Figure 1. I/O pins on the die edge (run 1).
(3 px per µm) Pins as bars across the die edge, other pins in grey.
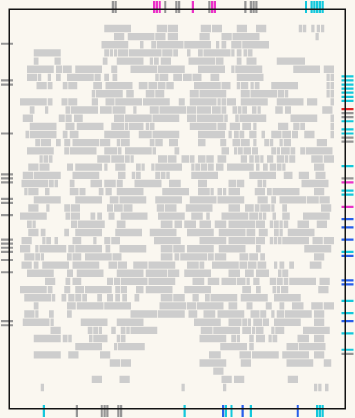
Figure 2. Met4 routing (run 1).
(3 px per µm) Supply wires on this layer in grey. Cells faint in the background.
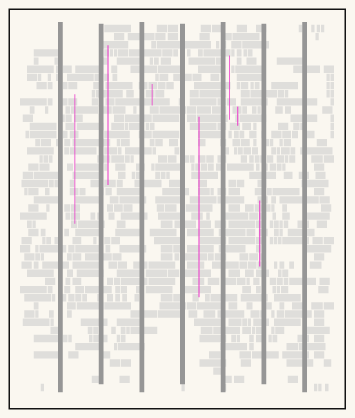
Figure 3. Clock nets (run 1).
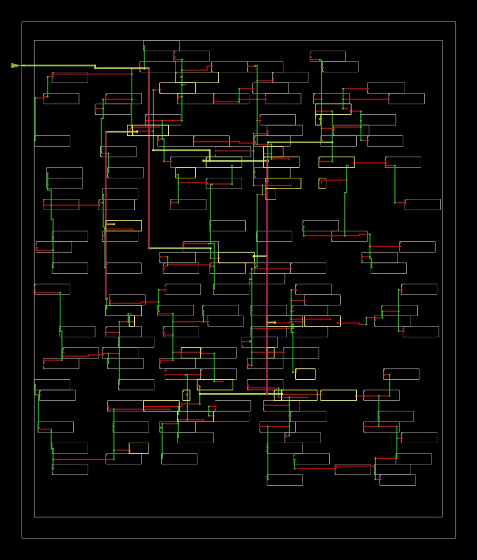
==> config.mk <==
export PLATFORM = sky130hd
export DESIGN_NAME = imem_boot_loader
export DESIGN_NICKNAME = d
export VERILOG_FILES = /design/src/rtl/imem_boot_loader.sv
export SDC_FILE = /design/constraint.sdc
export NUM_CORES = 1
export LEC_CHECK = 0
export ABC_AREA = 0
export CORE_ASPECT_RATIO = 1.2
export CORE_MARGIN = 3
export CORE_UTILIZATION = 45
export DETAILED_ROUTE_END_ITERATION = 6
export PLACE_DENSITY_LB_ADDON = 0.2
export SYNTH_ARGS = -nofsm -noshare
export SYNTH_HDL_FRONTEND = slang
export SYNTH_SLANG_ARGS = --single-unit
==> constraint.sdc <==
create_clock -name clk -period 3.3 [get_ports clk]
set_input_delay 0.99 -clock clk [delete_from_list [all_inputs] [get_ports clk]]
set_output_delay 0.99 -clock clk [all_outputs]
set_load 0.05 [all_outputs]
==> results.py, run 1 <==
# Synthesis and PnR figures
metrics = {
    "status": {
        "status": "finished, final reports clean",
    },
    "finish": {
        "drive_gt1_share_pct": 14.02,
        "inverters": 9,
        "largest_class": "flip-flops and latches",
        "fillers": 1128,
        "final_area_um2": 7357,
        "bufAreaShareNonClock_pct": 11.12,
        "flops": 126,
        "signal_buffers": 85,
        "layout.nets": 656,
        "comb_area_share_pct": 35.10,
    },
    "yosys": {
        "async_flop_share_pct": 100.0,
        "ys_sh_mux_pct": 6.180,
        "ys_seq_share_pct": 52.46,
        "synth_cell_types": 52,
        "fa_ha_area_share_pct": 1.457,
        "syn_area_um2": 6013,
        "ys_warn_count": 0,
        "synth_cells": 573,
    },
    "power_and_ir_drop": {
        "power_mw": 5.810,
    },
    "die": {
        "row_count": 45,
        "fp_util_pct": 46.84,
        "core-area_um2": 12840,
    },
    "global_routing": {
        "grt_max_degree": 63,
        "grt_first_pass_wirelength_um": 23040,
        "grtUsageMet3_pct": 3.797,
        "gr-total-overflow": 0,
    },
    "cts": {
        "post_cts_buffers": 0,
        "htreeDepth": 4,
        "cts_resized": 0,
        "tritoncts": "yes",
        "postCtsHoldBufs": 0,
        "clkTransAtPathRegs_ns": 0.05,
    },
    "setup_path": {
        "crit_family": "buffers and inverters",
        "crit_fanout": 12,
    },
    "flow_run": {
        "cap_violations": 0,
    },
    "route": {
        "viasPerCell": 5.518,
        "first_iter_violations": 292,
    },
    "sta": {
        "fin_crit_sh_pct": 84.83,
        "final_max_slew_viol_count": 0,
    },
    "place": {
        "gp_congestion": 0.8815,
    },
}
## Picture notes: Figure 1
cpu_reset: marked red, pins 1, direction output, edge right. wr_addr: marked cyan, pins 32, direction output, edge 18 right, 8 bottom, 6 top. rx_data: marked magenta, pins 8, direction input, edge 6 top, 2 right. word_count: marked blue, pins 10, direction output, edge 7 right, 3 bottom.
All pins by edge: 34 right, 22 top, 18 left, 17 bottom.
Die W: 111.5 µm
Die H: 132.6 µm

## Picture notes: Figure 2
The layer holds 1.5% of the routed length. The wires run mostly vertical. The longest straight run is 59.8 µm. 6 nets have wire on it. The layer carries 205 µm of wire.
routed vias: 4486
routed wire length: 13700 µm

## Picture notes: Figure 3
Layout clock buffers: 25
Worst Skew: 0.007134 ns
TritonCTS Sinks: 126
total CTS buffers: 17

==> run 1: synthesized netlist by cell type (5+ instances only) <==
master	instances	share of area, %
nor4_1	5	0.52
nand2_1	49	3.1
clkbuf_1	28	1.7
a21oi_1	34	2.8
buf_4	22	2.7
dfrtp_1	125	52
inv_1	8	0.50
buf_2	9	0.75
o21ai_0	59	4.9
nor2_1	33	2.1
nand3_1	6	0.50
xnor2_1	18	2.6
xor2_1	5	0.73
a221oi_1	8	1.2
nor2b_1	25	2.6
mux2_2	33	6.2
ha_1	7	1.5
and2_1	5	0.52
nor3_1	6	0.50
a22o_1	34	5.0
==> run 1: worst register-to-register path: stages, from the launching register on <==
cell and delay [ns]:
dfrtp_1 0.58, nand4b_1 0.25, a21oi_1 0.09, a31oi_1 0.82, a41o_1 0.37, a22o_1 0.20
--- run 2 (diff from run 1) ---
- clock period: 3.3 -> 2.3 ns (I/O delays scaled with it)
==> run 2 against run 1 <==
Sequential power rose by 43%. Clock-buffer cell count fell by 3. Sequential share of layout area fell by 1.4 points. Clock skew rose by 0.0012 ns. Cell area rose by 3.5%. Core utilization rose by 2.0 points. Synthesized cell count did not move. Hold slack got worse by 0.28 ns. First-iteration DRC count rose by 13%. Largest cell class unchanged.
==> results.py, run 2 <==
# Synthesis and PnR figures
metrics = {
    "status": {
        "status": "finished, final reports clean",
    },
    "cts": {
        "cts.sinks": 126,
        "postCtsHoldBufs": 0,
        "clkTransAtPathRegs_ns": 0.05,
        "cts_buffer_depth": 2,
        "cts_root_buffer": "clkbuf_16",
        "htreeDepth": 4,
        "post_cts_buffers": 0,
        "tritoncts": "yes",
        "cts-buffers-inserted": 17,
        "clk_latency_ns": 0.41,
    },
    "yosys": {
        "synth_cell_types": 52,
        "synthTopCellsByArea": "dfrtp_1 (52%), mux2_2 (6.2%), a22o_1 (5.0%), o21ai_0 (4.9%), nand2_1 (3.1%)",
        "top_area_share_pct": 52.02,
        "async_flop_share_pct": 100.0,
        "syn_area_um2": 6013,
        "yosysMostFrequentCell": "dfrtp_1",
        "avgSynthCellArea_um2": 10.49,
        "common_cells": "dfrtp_1 (125), o21ai_0 (59), nand2_1 (49)",
        "xor_share_pct": 3.350,
        "ys_warn_count": 0,
        "synth_cells": 573,
        "top_logic_kind": "AND-OR/OR-AND gates",
        "yosysTopAreaCell": "dfrtp_1",
        "ys_sh_mux_pct": 6.180,
        "ys_seq_share_pct": 52.46,
        "ys_sh_simple_pct": 13.00,
        "fa_ha_area_share_pct": 1.457,
    },
    "finish": {
        "layout.nets": 686,
        "comb_area_um2": 2589,
        "comb_area_share_pct": 34.01,
        "drive_gt1_share_pct": 20.21,
        "bufAreaShareNonClock_pct": 14.23,
        "flops": 126,
        "seq_area_share_pct": 41.44,
        "fillers": 1094,
        "signal_buffers": 115,
        "seq_area_um2": 3154,
        "largest_class": "flip-flops and latches",
        "inverters": 9,
    },
    "die": {
        "die_x_um": 111.5,
        "core-area_um2": 12840,
        "nWellTaps": 164,
        "fp_util_pct": 46.84,
        "fp.dieH_um": 132.6,
        "row_count": 45,
    },
    "global_routing": {
        "gr-total-overflow": 0,
        "grt_max_degree": 55,
        "grt_usage_pct": 19.58,
        "grt_first_pass_wirelength_um": 23520,
        "gr-max-usage-layer": "met2",
    },
    "setup_path": {
        "crit_family": "buffers and inverters",
        "critPathArrivalTime_ns": 1.57,
        "crit_fanout": 2,
        "crit_chain": "clkdlybuf4s50_1",
        "cp.required_ns": 1.61,
        "worst_path_max_delay_cell": "clkdlybuf4s50_1",
    },
    "route": {
        "drc": 0,
        "drt-pass1-iter-count": 4,
        "viasPerCell": 5.475,
        "met2_length_um": 6824,
        "first_iter_violations": 331,
        "wl_per_cell_um": 16.52,
    },
    "power_and_ir_drop": {
        "power_mw": 8.517,
        "maxPowerGroup": "registers",
        "seq-power_mw": 3.14,
        "power.internal_mw": 5.528,
    },
    "sta": {
        "worst_slew_pin_slew_ns": 0.6161,
        "finalClockSkew_ns": 0.008339,
        "final_max_slew_viol_count": 0,
        "fin_crit_sh_pct": 98.36,
        "fmax_mhz": 442.0,
    },
    "place": {
        "io_buffers": 68,
        "gp_congestion": 0.8834,
    },
    "flow_run": {
        "cap_violations": 0,
    },
}
-- run 2: netlist changes by cell type in the layout (fill, tap and decap cells not counted), moves of 3 or more --
cell             previous run  this run
buf_12                      1         4
buf_4                      17        60
clkbuf_8                    5         1
clkdlybuf4s50_1            67        34
dlymetal6s2s_1              0        17
-- run 2: through the flow --
step                worst slack, ns  cell area [µm²]  hold slack (ns)  cells
detailed placement          -0.3706             7017           0.4735    812
CTS                        0.006912             7564           0.2031    842
finish                      0.03777             7612           0.2016    842
global placement            -0.2936             7017           0.4682    812
global route               0.003015             7612           0.2214    842
floorplan                    0.2425             6092           0.3944    594
-- run 2: timing repair --
item,4_1_cts,5_1_grt
gates resized,0,19
endpoints found under the hold margin,0,0
setup endpoints to repair,0,26
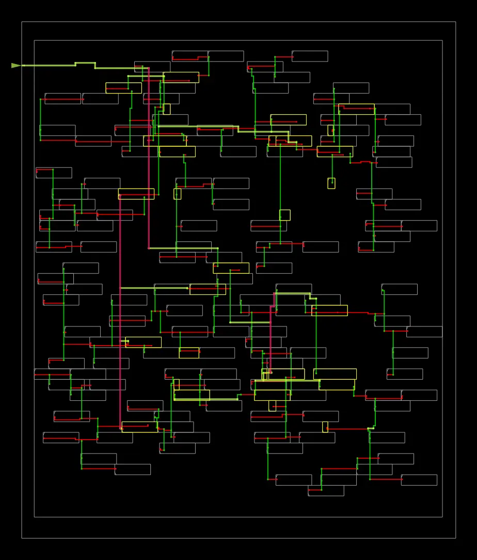
Figure 4: run 2, clock nets.
power in the clock group: 2.50 mW
Layout clock buffers: 22

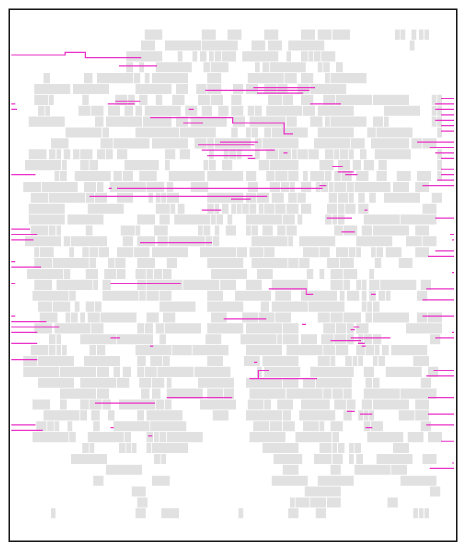
Figure 5: run 2, M3 wires.
(4 px per µm) Cells faint in the background.
The wires run mostly horizontal. The layer carries 711 µm of wire.
M3 GR Usage: 4.849%
routed wire length: 13910 µm
routed vias: 4610

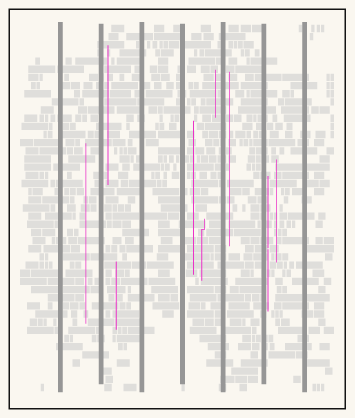
Figure 6: run 2, met4 routing.
(3 px per µm) Supply wires on this layer in grey. Cells faint in the background.
The layer carries 353 µm of wire. 9 nets have wire on it. The layer holds 2.5% of the routed length. The longest straight run is 59.8 µm. The wires run mostly vertical.

Power figures rest on the tool's default switching activity, not on a simulated workload.
